===== src/rtl/s117_spi_master.sv =====
// SPI mode-0 initiator for the S117 display controller: one start request runs a
// two-byte CS frame (control word, then write data or read-back), MSB first.
module s117_spi_master #(
    parameter int CLK_DIV  = 8,
    parameter int CS_SETUP = 8,
    parameter int BYTE_GAP = 16,
    parameter int CS_HOLD  = 8
) (
    input  logic       mclk,
    input  logic       rst,
    input  logic       start,
    input  logic       rw,
    input  logic [3:0] addr,
    input  logic [7:0] wdata,
    output logic       busy,
    output logic       done,
    output logic [7:0] rdata,
    output logic       CS,
    output logic       SCK,
    output logic       MOSI,
    input  logic       MISO,
    output logic [2:0] fsm_state
);

    localparam int MAX_A   = (CLK_DIV > CS_SETUP) ? CLK_DIV : CS_SETUP;
    localparam int MAX_B   = (BYTE_GAP > CS_HOLD) ? BYTE_GAP : CS_HOLD;
    localparam int MAX_CNT = (MAX_A > MAX_B) ? MAX_A : MAX_B;
    localparam int CW      = (MAX_CNT > 2) ? $clog2(MAX_CNT) : 1;

    localparam logic [CW-1:0] LD_DIV   = CW'(CLK_DIV - 1);
    localparam logic [CW-1:0] LD_SETUP = CW'(CS_SETUP - 1);
    localparam logic [CW-1:0] LD_GAP   = CW'(BYTE_GAP - 1);
    localparam logic [CW-1:0] LD_HOLD  = CW'(CS_HOLD - 1);

    typedef enum logic [2:0] {
        IDLE   = 3'd0,
        SETUP  = 3'd1,
        SHIFT0 = 3'd2,
        GAP    = 3'd3,
        SHIFT1 = 3'd4,
        HOLD   = 3'd5
    } state_t;

    state_t        state;
    logic [CW-1:0] cnt;
    logic [2:0]    bit_cnt;
    logic          byte_sel;
    logic          rw_q;
    logic [7:0]    ctrl_q;
    logic [7:0]    data_q;
    logic [7:0]    rx_sh;
    logic [7:0]    cur_byte;
    logic          miso_meta;
    logic          miso_s;

    assign fsm_state = state;
    assign cur_byte  = byte_sel ? data_q : ctrl_q;

    always_ff @(posedge mclk or posedge rst) begin
        if (rst) begin
            miso_meta <= 1'b0;
            miso_s    <= 1'b0;
        end else begin
            miso_meta <= MISO;
            miso_s    <= miso_meta;
        end
    end

    // Handshake: start is sampled only while busy=0 (state IDLE); busy rises the
    // cycle after acceptance and drops in the single done cycle, so a held start
    // launches the next frame on the edge that closes the done cycle.
    always_ff @(posedge mclk or posedge rst) begin
        if (rst) begin
            state    <= IDLE;
            CS       <= 1'b1;
            SCK      <= 1'b0;
            MOSI     <= 1'b0;
            busy     <= 1'b0;
            done     <= 1'b0;
            rdata    <= 8'h00;
            cnt      <= '0;
            bit_cnt  <= 3'd0;
            byte_sel <= 1'b0;
            rw_q     <= 1'b0;
            ctrl_q   <= 8'h00;
            data_q   <= 8'h00;
            rx_sh    <= 8'h00;
        end else begin
            done <= 1'b0;
            case (state)
                IDLE: begin
                    if (start) begin
                        rw_q     <= rw;
                        ctrl_q   <= {rw, 3'b000, addr};
                        data_q   <= rw ? wdata : 8'h00;
                        CS       <= 1'b0;
                        busy     <= 1'b1;
                        MOSI     <= rw;
                        cnt      <= LD_SETUP;
                        byte_sel <= 1'b0;
                        state    <= SETUP;
                    end
                end
                // SETUP and GAP stand in for the low phase of each byte's first bit.
                SETUP, GAP: begin
                    if (cnt != '0) begin
                        cnt <= cnt - CW'(1);
                    end else begin
                        SCK     <= 1'b1;
                        cnt     <= LD_DIV;
                        bit_cnt <= 3'd7;
                        state   <= byte_sel ? SHIFT1 : SHIFT0;
                    end
                end
                SHIFT0, SHIFT1: begin
                    if (cnt != '0) begin
                        cnt <= cnt - CW'(1);
                    end else if (!SCK) begin
                        SCK <= 1'b1;
                        cnt <= LD_DIV;
                    end else begin
                        // Last cycle of the high phase: sample MISO, then fall and advance.
                        SCK <= 1'b0;
                        if (byte_sel) begin
                            rx_sh <= {rx_sh[6:0], miso_s};
                        end
                        if (bit_cnt != 3'd0) begin
                            bit_cnt <= bit_cnt - 3'd1;
                            MOSI    <= cur_byte[bit_cnt - 3'd1];
                            cnt     <= LD_DIV;
                        end else if (!byte_sel) begin
                            byte_sel <= 1'b1;
                            MOSI     <= data_q[7];
                            cnt      <= LD_GAP;
                            state    <= GAP;
                        end else begin
                            MOSI  <= 1'b0;
                            cnt   <= LD_HOLD;
                            state <= HOLD;
                        end
                    end
                end
                HOLD: begin
                    if (cnt != '0) begin
                        cnt <= cnt - CW'(1);
                    end else begin
                        CS    <= 1'b1;
                        busy  <= 1'b0;
                        done  <= 1'b1;
                        if (!rw_q) begin
                            rdata <= rx_sh;
                        end
                        state <= IDLE;
                    end
                end
                default: state <= IDLE;
            endcase
        end
    end

endmodule


===== config.mk =====
export PLATFORM = sky130hd
export DESIGN_NAME = s117_spi_master
export DESIGN_NICKNAME = d
export VERILOG_FILES = /design/src/rtl/s117_spi_master.sv
export SDC_FILE = /design/constraint.sdc
export NUM_CORES = 1
export LEC_CHECK = 0
export CORE_MARGIN = 2
export CORE_UTILIZATION = 39
export CTS_CLUSTER_SIZE = 12
export DETAILED_ROUTE_END_ITERATION = 12
export PLACE_DENSITY_LB_ADDON = 0.1
export REMOVE_ABC_BUFFERS = 1
export SYNTH_ARGS = -nofsm -noshare
export SYNTH_HDL_FRONTEND = slang
export SYNTH_SLANG_ARGS = --single-unit
export TNS_END_PERCENT = 50

===== constraint.sdc =====
create_clock -name mclk -period 1.91 [get_ports mclk]
set_clock_uncertainty 0.1 [all_clocks]
set_input_delay 0.191 -clock mclk [delete_from_list [all_inputs] [get_ports mclk]]
set_output_delay 0.191 -clock mclk [all_outputs]
set_load 0.05 [all_outputs]

### Floorplan with the power grid, run 1

(4 px per um) Pins as bars on the die edge. Tap cells in gray.
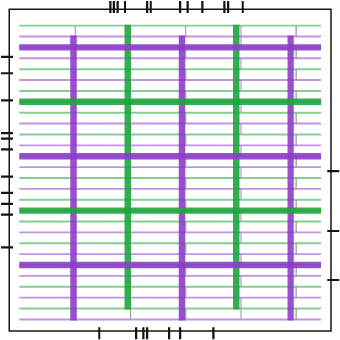
net	color
VDD	green
VSS	purple
met5 straps	5
signal pins	33
rows	27
tap cells	72

### Met3 routing, run 1

(3 px per um) Cells faint in the background.
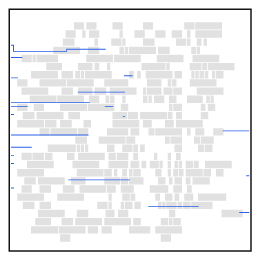
main direction	horizontal
longest straight run	26.0 um

### M2 wires, run 1

(3 px per um)
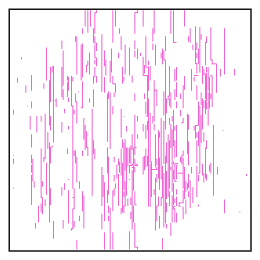
longest straight run	35.9 um
wire length on this layer	2240 um
share of all routed wire	48%
nets with wire on the layer	229
main direction	vertical

### Metal layers overlaid, run 1

(4 px per um)
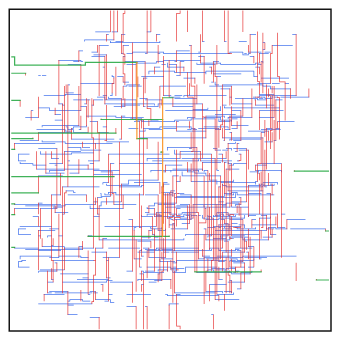
layer	color	wire length
metal 4	orange	53.7 um
metal 2	red	2240 um
metal 3	green	175 um
metal 1	blue	2210 um

==> ci_impl_report.md, run 1 <==
### Flow metrics

| Metric | Value |
|---|---|
| Worst Tran Pin Value | `516 ps` |
| Root Buffer | `clkbuf_8` |
| Final setup fails | `1` |
| R2R cell count | `6` |
| Pin count of the biggest net entering global routing | `48` |
| Ys flops | `47` |
| R2r endpoint | `rdata[1]$_DFFE_PP0P_` |
| PostCTS Resize Cnt | `0` |
| Largest regs | `data_q (8), rdata (8), rx_sh (8)` |
| Clock share of power | `0.173` |
| Xor/xnor share | `0.0111` |
| Worst-path maximum fanout | `8` |
| Number of enable flip-flop cells | `0` |
| Clk slew on worst S/H paths | `90 ps` |
| Die Width | `80.1 um` |
| Clock sinks | `47` |
| Wire length on met3 | `175 um` |
| Async set-reset flop share out of synthesis | `1.00` |
| Synthesized cell area | `2260 sq um` |
| Invs w/o clock | `11` |
| Failing checks | `setup timing` |
| Boundary Pins | `33` |
| Sw power | `1440 uW` |
| Most common cell in the synthesized netlist | `dfrtp_1` |
| Mapped Cells | `202` |
| Non-clock buffer share | `0.172` |
| Total Wirelength | `4.68 mm` |
| Top cell excl fill/tap | `dfrtp_1` |
| Row count | `27` |
| Placer Congestion | `0.812` |
| Worst path max stage delay | `400 ps` |
| Layout fillers | `520` |
| H-tree depth | `2` |
| First-pass iteration count of the detailed router | `4` |
| Top sig layer | `met4` |
| Critical-path top delay cell | `dfrtp_1` |
| Vias in the first global route | `1552` |
| Fraction of area in registers | `0.398` |
| Max Root-Sink Buffers | `2` |
| Critical Path, Cell by Cell | `inv_2 > ha_2 > nor3b_4 > nand3_2 > nor2_4 > mux2_2` |
| FP Util | `0.407` |
| Post-Synth AOI/OAI Area | `0.125` |
| Hold-fix buffers, CTS | `0` |
| Global route overflow | `0` |
| 1st-iter DRT viols | `80` |
| Top cells by area, synth | `dfrtp_1, mux2_2, nand2_1` |
| Bufs w/o clock | `52` |
| CP Depth | `6` |
| Post-synth seq share | `0.522` |
| Crit share post-route | `1.00` |
| Global-route wire length before repair | `7.66 mm` |
| CTS buffer count | `5` |
| DRC errors left | `0` |
| Post-synth top cells | `dfrtp_1, nand2_1, mux2_2` |
| Reg2reg setup slack | `-0.1 ps` |
| Syn-to-layout area delta | `31.3%` |
| CORE AREA | `5540 sq um` |
| Worst r2r src | `cnt[0]$_DFFE_PP0P_` |
| Wl on met1 | `2.21 mm` |
| Comb/total area | `0.351` |
| Top logic family | `simple AND/OR/NAND/NOR gates` |
| Synthesis warning total | `0` |
| Post-route setup slack | `-0.122 ps` |
| Setup CP Type | `flop to flop` |
| Slew HR | `0.655` |
| Seq pwr share | `0.380` |
| Tot Pwr | `3870 uW` |
| Outcome | `finished, violations left` |
| Initial antenna violation count | `0` |
| Sequential cell count | `47` |
| Final Hold Viols | `0` |
| Grt peak-use layer | `met2` |
| Max-slew violations | `0` |
| Fin crit period | `1910 ps` |
| PortBufs | `32` |
| Fmax | `524 MHz` |
| Tap cells | `72` |
| Worst Setup EP | `rdata[1]$_DFFE_PP0P_` |
[run 1: power by group through the flow]
stage               clock (uW)  sequential (uW)  combinational (uW)
CTS                        692             1460                1640
finish                     669             1470                1730
detailed placement           0             1480                1630
global route               734             1510                1930
floorplan                    0             1600                 899
global placement             0             1490                1620
[run 1: worst reg2reg max path: cells and delay by family (launching register included)]
family | cells | cell delay (ps)
fa+ha+maj | 1 | 170
buf+inv | 1 | 70
flops | 1 | 400
mux | 1 | 370
simple gates | 3 | 690
[run 1: per-stage QoR]
step	setup WS [ps]	utilization	std cells	setup TNS, ps
3_5_place_dp	42.2	0.501	312	0
5_1_grt	-90.8	0.535	323	-1320
3_3_place_gp	33.4	0.501	312	0
4_1_cts	12.7	0.520	320	0
6_report	-0.122	0.535	323	-0.122
2_1_floorplan	-437	-	191	-4930
--- run 2 (diff from run 1) ---
Settings changed: SLEW_MARGIN set to 20.
### M2 wires, run 2

(3 px per um)
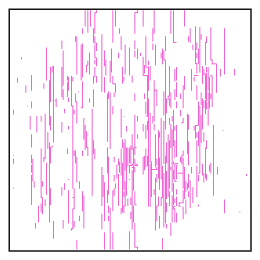
longest straight run	35.9 um
main direction	vertical
wire length on this layer	2240 um

==> ci_impl_report.md, run 2 <==
### Flow metrics

| Metric | Value |
|---|---|
| Outcome | `finished, violations left` |
| Failing checks | `setup timing` |
| Finished Cell Area | `2960 sq um` |
| Most numerous logic cells after layout | `dfrtp_1, clkdlybuf4s50_1, nand2_1` |
| Reg2reg setup slack | `-0.1 ps (about the same)` |
| Worst r2r src | `cnt[0]$_DFFE_PP0P_` |
| Bufs w/o clock | `52 (unchanged)` |
| Worst setup EP type | `flop` |
| Critical-path top delay cell | `dfrtp_1` |
| Pin count of the biggest net entering global routing | `48 (unchanged)` |
| Most common cell in the synthesized netlist | `dfrtp_1` |
| Sequential cell count | `47 (unchanged)` |
| Comb/total area | `0.351 (unchanged)` |
| Layout Cells excl Fill | `323 (unchanged)` |
| 1st-iter DRT viols | `80 (unchanged)` |
| Ys flops | `47 (unchanged)` |
| Clk slew on worst S/H paths | `90 ps (about the same)` |
| Global-route wire length before repair | `7.66 mm (unchanged)` |
| Cell area after placement | `2780 sq um` |
| Share of layout cells above drive strength 1 | `0.319` |
| Fin util | `0.535 (unchanged)` |
| Top cells by area, synth | `dfrtp_1, mux2_2, nand2_1` |
| Wl on met1 | `2.21 mm (unchanged)` |
| PwrDens | `1300 nW/um^2` |
| Fin crit period | `1910 ps (unchanged)` |
| Synthesized cell area | `2260 sq um (unchanged)` |
| Clock network share of area | `0.0351` |
| Worst Tran Pin Value | `516 ps (unchanged)` |
| Worst Setup EP | `rdata[1]$_DFFE_PP0P_` |
| Area leader share | `0.510` |
| R2R cell count | `6 (unchanged)` |
| Row count | `27 (unchanged)` |
| First-pass iteration count of the detailed router | `4 (unchanged)` |
| Boundary Pins | `33 (unchanged)` |
| Max-slew violations | `0 (unchanged)` |
| Synthesis warning total | `0 (unchanged)` |
| Async set-reset flop share out of synthesis | `1.00 (unchanged)` |
| Slew HR | `0.655 (unchanged)` |
| Wire length on met3 | `175 um (unchanged)` |
| Grt peak-use layer | `met2` |
| Placer Congestion | `0.812 (unchanged)` |
| Hold-fix buffers, CTS | `0 (unchanged)` |
| Final nets | `270` |
| Mapped Cells | `202 (unchanged)` |
| # placed instances | `312 (unchanged)` |
| Top cell excl fill/tap | `dfrtp_1` |
| Final setup fails | `1 (unchanged)` |
| Post-synth seq share | `0.522 (unchanged)` |
| Setup CP Type | `flop to flop` |
| Worst Path Arrival | `1990 ps` |
| CTS buffer count | `5 (unchanged)` |
| R2r endpoint | `rdata[1]$_DFFE_PP0P_` |
| Worst path max stage delay | `400 ps (about the same)` |
| CORE AREA | `5540 sq um (unchanged)` |
| Xor/xnor share | `0.0111 (unchanged)` |
| Fraction of area in registers | `0.398 (unchanged)` |
| Syn-to-layout area delta | `31.3% (unchanged)` |
| Initial antenna violation count | `0 (unchanged)` |
| Tot Pwr | `3870 uW (unchanged)` |
| Invs w/o clock | `11 (unchanged)` |
| CP Depth | `6 (unchanged)` |
| Critical Path, Cell by Cell | `inv_2 > ha_2 > nor3b_4 > nand3_2 > nor2_4 > mux2_2` |
| Tap cells | `72 (unchanged)` |
| Clock sinks | `47 (unchanged)` |
| Top logic family | `simple AND/OR/NAND/NOR gates` |
| Top sig layer | `met4` |
| Worst-path maximum fanout | `8 (unchanged)` |
| Total Wirelength | `4.68 mm (unchanged)` |
| Fmax | `524 MHz (unchanged)` |
| Layout fillers | `520 (unchanged)` |
| Met2 Resource Use GR | `0.232` |
| Final Hold Viols | `0 (unchanged)` |
| Antenna-violating nets left | `0` |
| Crit share post-route | `1.00 (unchanged)` |
| Post-synth top area cell | `dfrtp_1` |
| Post-synth top cells | `dfrtp_1, nand2_1, mux2_2` |
| DRC errors left | `0 (unchanged)` |
| Global route overflow | `0 (unchanged)` |
| Max Root-Sink Buffers | `2 (unchanged)` |
| Setup TNS | `-0.122 ps (unchanged)` |
| Root Buffer | `clkbuf_8` |
| RSZ-0062 raised after global routing | `yes` |
| Die Width | `80.1 um (unchanged)` |
| Dominant synthesized flop cell | `dfrtp_1` |
| PortBufs | `32 (unchanged)` |
| Post-route setup slack | `-0.122 ps (unchanged)` |
| H-tree depth | `2 (unchanged)` |
| Non-clock buffer share | `0.172 (unchanged)` |
| Post-Synth AOI/OAI Area | `0.125 (unchanged)` |
| Number of enable flip-flop cells | `0 (unchanged)` |
| Largest regs | `data_q (8), rdata (8), rx_sh (8)` |
| FP Util | `0.407 (unchanged)` |
| Vias in the first global route | `1552 (unchanged)` |
-- run 2: per-stage QoR --
step,hold WS [ps],setup slack [ps]
2_1_floorplan,122,-437
6_report,136,-0.122
3_5_place_dp,238,42.2
3_3_place_gp,239,33.4
4_1_cts,137,12.7
5_1_grt,169,-90.8
-- run 2: what timing repair did --
| item | 4_1_cts | 5_1_grt |
|---|---|---|
| resized | 0 | 17 |
| endpoints found under the setup margin | 0 | 25 |
| hold endpoints to repair | 0 | 0 |
| setup buffers | 0 | 2 |
-- run 2: power by group --
group / switching (uW) / leakage, uW / internal (uW)
combinational: 863 / 0.000656 / 863
clock: 340 / 0.0000505 / 330
sequential: 233 / 0.000597 / 1240
total: 1440 / 0.00130 / 2430
--- run 3 (diff from run 2) ---
Settings changed: PLACE_DENSITY set to 0.72, PLACE_DENSITY_LB_ADDON 0.1 to unset.
### Floorplan with the power grid, run 3

(4 px per um) Pins as bars on the die edge. Tap cells in gray.
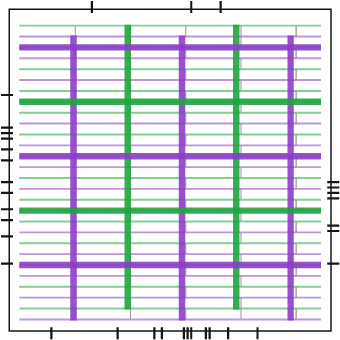
net	color
VDD	green
VSS	purple
met1 rails	28
met4 straps	5
rows	27

==> ci_impl_report.md, run 3 <==
### Flow metrics

| Metric | Value |
|---|---|
| Critical-path top delay cell | `dfrtp_1` |
| Seq group | `1510 uW (+3%)` |
| Initial antenna violation count | `0 (unchanged)` |
| Comb power | `1740 uW (about the same)` |
| Worst-case hold slack | `129 ps (-6.50 ps)` |
| CORE AREA | `5540 sq um (unchanged)` |
| Synthesis warning total | `0 (unchanged)` |
| Cell area after placement | `2760 sq um (-0.45%)` |
| First-pass iteration count of the detailed router | `4 (unchanged)` |
| Final setup fails | `1 (unchanged)` |
| Total Wirelength | `4.68 mm (about the same)` |
| Root Buffer | `clkbuf_8` |
| Top logic family | `simple AND/OR/NAND/NOR gates` |
| Top power group | `combinational logic` |
| Row count | `27 (unchanged)` |
| Crit share post-route | `1.00 (+0.00355)` |
| Ys flops | `47 (unchanged)` |
| Mapped Cells | `202 (unchanged)` |
| Simple logic cell fraction of the synthesized area | `0.144` |
| Worst Path Arrival | `2010 ps (+20 ps)` |
| Hold-fix buffers, CTS | `0 (unchanged)` |
| Reg2reg setup slack | `-7 ps (about the same)` |
| Worst Setup EP | `rx_sh[3]$_DFFE_PP0P_` |
| Outcome | `finished, violations left` |
| Synthesized cell area | `2260 sq um (unchanged)` |
| Post-synth seq share | `0.522 (unchanged)` |
| Wire length on met3 | `186 um (+6.3%)` |
| Pin count of the biggest net entering global routing | `48 (unchanged)` |
| Most numerous logic cells after layout | `dfrtp_1, clkdlybuf4s50_1, nand2_1` |
| Switch share | `0.371 (-0.000672)` |
| Worst setup EP type | `flop` |
| Slew HR | `0.664 (+0.00918)` |
| Die Width | `80.1 um (unchanged)` |
| Most common cell in the synthesized netlist | `dfrtp_1` |
| Critical Path, Cell by Cell | `inv_2 > ha_4 > nor3b_4 > buf_6 > and3_4 > nand2_8 > mux2_4` |
| Fin util | `0.546 (+0.0115)` |
| Boundary Pins | `33 (unchanged)` |
| Dominant synthesized flop cell | `dfrtp_1` |
| Top cells by area, synth | `dfrtp_1, mux2_2, nand2_1` |
| Top cell excl fill/tap | `dfrtp_1` |
| R2r endpoint | `rx_sh[3]$_DFFE_PP0P_` |
| Worst-path maximum fanout | `8 (unchanged)` |
| Post-synth top area cell | `dfrtp_1` |
| Number of enable flip-flop cells | `0 (unchanged)` |
| Finished Cell Area | `3030 sq um (+2.2%)` |
| Max-slew violations | `0 (unchanged)` |
| Wl on met1 | `2.07 mm (-6.6%)` |
| Top sig layer | `met4` |
| Global route overflow | `0 (unchanged)` |
| Fin crit period | `1920 ps (+6.78 ps)` |
| Worst r2r src | `cnt[1]$_DFFE_PP0P_` |
| 1st-iter DRT viols | `102 (+28%)` |
| Final Hold Viols | `0 (unchanged)` |
| Post-synth top cells | `dfrtp_1, nand2_1, mux2_2` |
| Setup CP Type | `flop to flop` |
| Sw power | `1490 uW (+4.0%)` |
| RSZ-0062 raised after global routing | `yes` |
| Internal power | `2530 uW (+4.3%)` |
| Largest regs | `data_q (8), rdata (8), rx_sh (8)` |
| Clock share of power | `0.193 (+0.020)` |
| CTS buffer count | `5 (unchanged)` |
| # placed instances | `312 (unchanged)` |
| H-tree depth | `2 (unchanged)` |
| Async set-reset flop share out of synthesis | `1.00 (unchanged)` |
| Global-route wire length before repair | `7.36 mm (-4.0%)` |
| CP Depth | `7 (+1)` |
| Layout fillers | `494 (-5.0%)` |
| Antenna-violating nets left | `0 (unchanged)` |
| Worst Tran Pin Value | `503 ps (-13.7 ps)` |
| Placer Congestion | `0.803 (-1.1%)` |
| Setup TNS | `-6.90 ps (-6.78 ps)` |
| Clk power | `776 uW (+16%)` |
| FP Util | `0.407 (unchanged)` |
| R2R cell count | `7 (+1)` |
| Failing checks | `setup timing` |
| Logic pwr share | `0.433 (-0.013)` |
| Final nets | `271 (+0.37%)` |
| Clock sinks | `47 (unchanged)` |
| Seq pwr share | `0.374 (-0.006)` |
| Vias in the first global route | `1528 (-1.5%)` |
| Post-route setup slack | `-6.90 ps (-6.78 ps)` |
| Xor/xnor share | `0.0111 (unchanged)` |
| DP Worst Slack | `29.3 ps (-12.9 ps)` |
| Tot Pwr | `4030 uW (+4.2%)` |
| Clk slew on worst S/H paths | `90 ps (about the same)` |
| Buffers & Inverters on Critical Path | `2` |
| Syn-to-layout area delta | `34.1%` |
| Max Root-Sink Buffers | `2 (unchanged)` |
| Post-Synth AOI/OAI Area | `0.125 (unchanged)` |
| Share of layout cells above drive strength 1 | `0.337 (+0.0186)` |
run 3: cell families after synthesis:
| group | Yosys count |
|---|---|
| muxes | 26 |
| buffers and inverters | 22 |
| DFF | 47 |
| and+or+nand+nor | 60 |
| adders and majority gates | 3 |
| AOI/OAI and AO/OA | 42 |
| xor gates and xnor gates | 2 |
run 3: what timing repair did:
action                     CTS  global route
setup buffers                0             3
gates cloned                 0             1
setup endpoints to repair    1            26
pin swaps                    0             5
resized                      1            23
run 3: area by class of cell:
class | count | area [sq um] | area share
timing repair buffer | 53 | 517 | 0.171
inverter | 11 | 41.3 | 0.0136
multi-input combinational | 133 | 1080 | 0.356
clock buffer | 6 | 82.6 | 0.0273
clock inverter | 2 | 38.8 | 0.0128
sequential | 47 | 1180 | 0.390
tap | 72 | 90.1 | 0.0298
Power figures rest on the tool's default switching activity, not on a simulated workload.
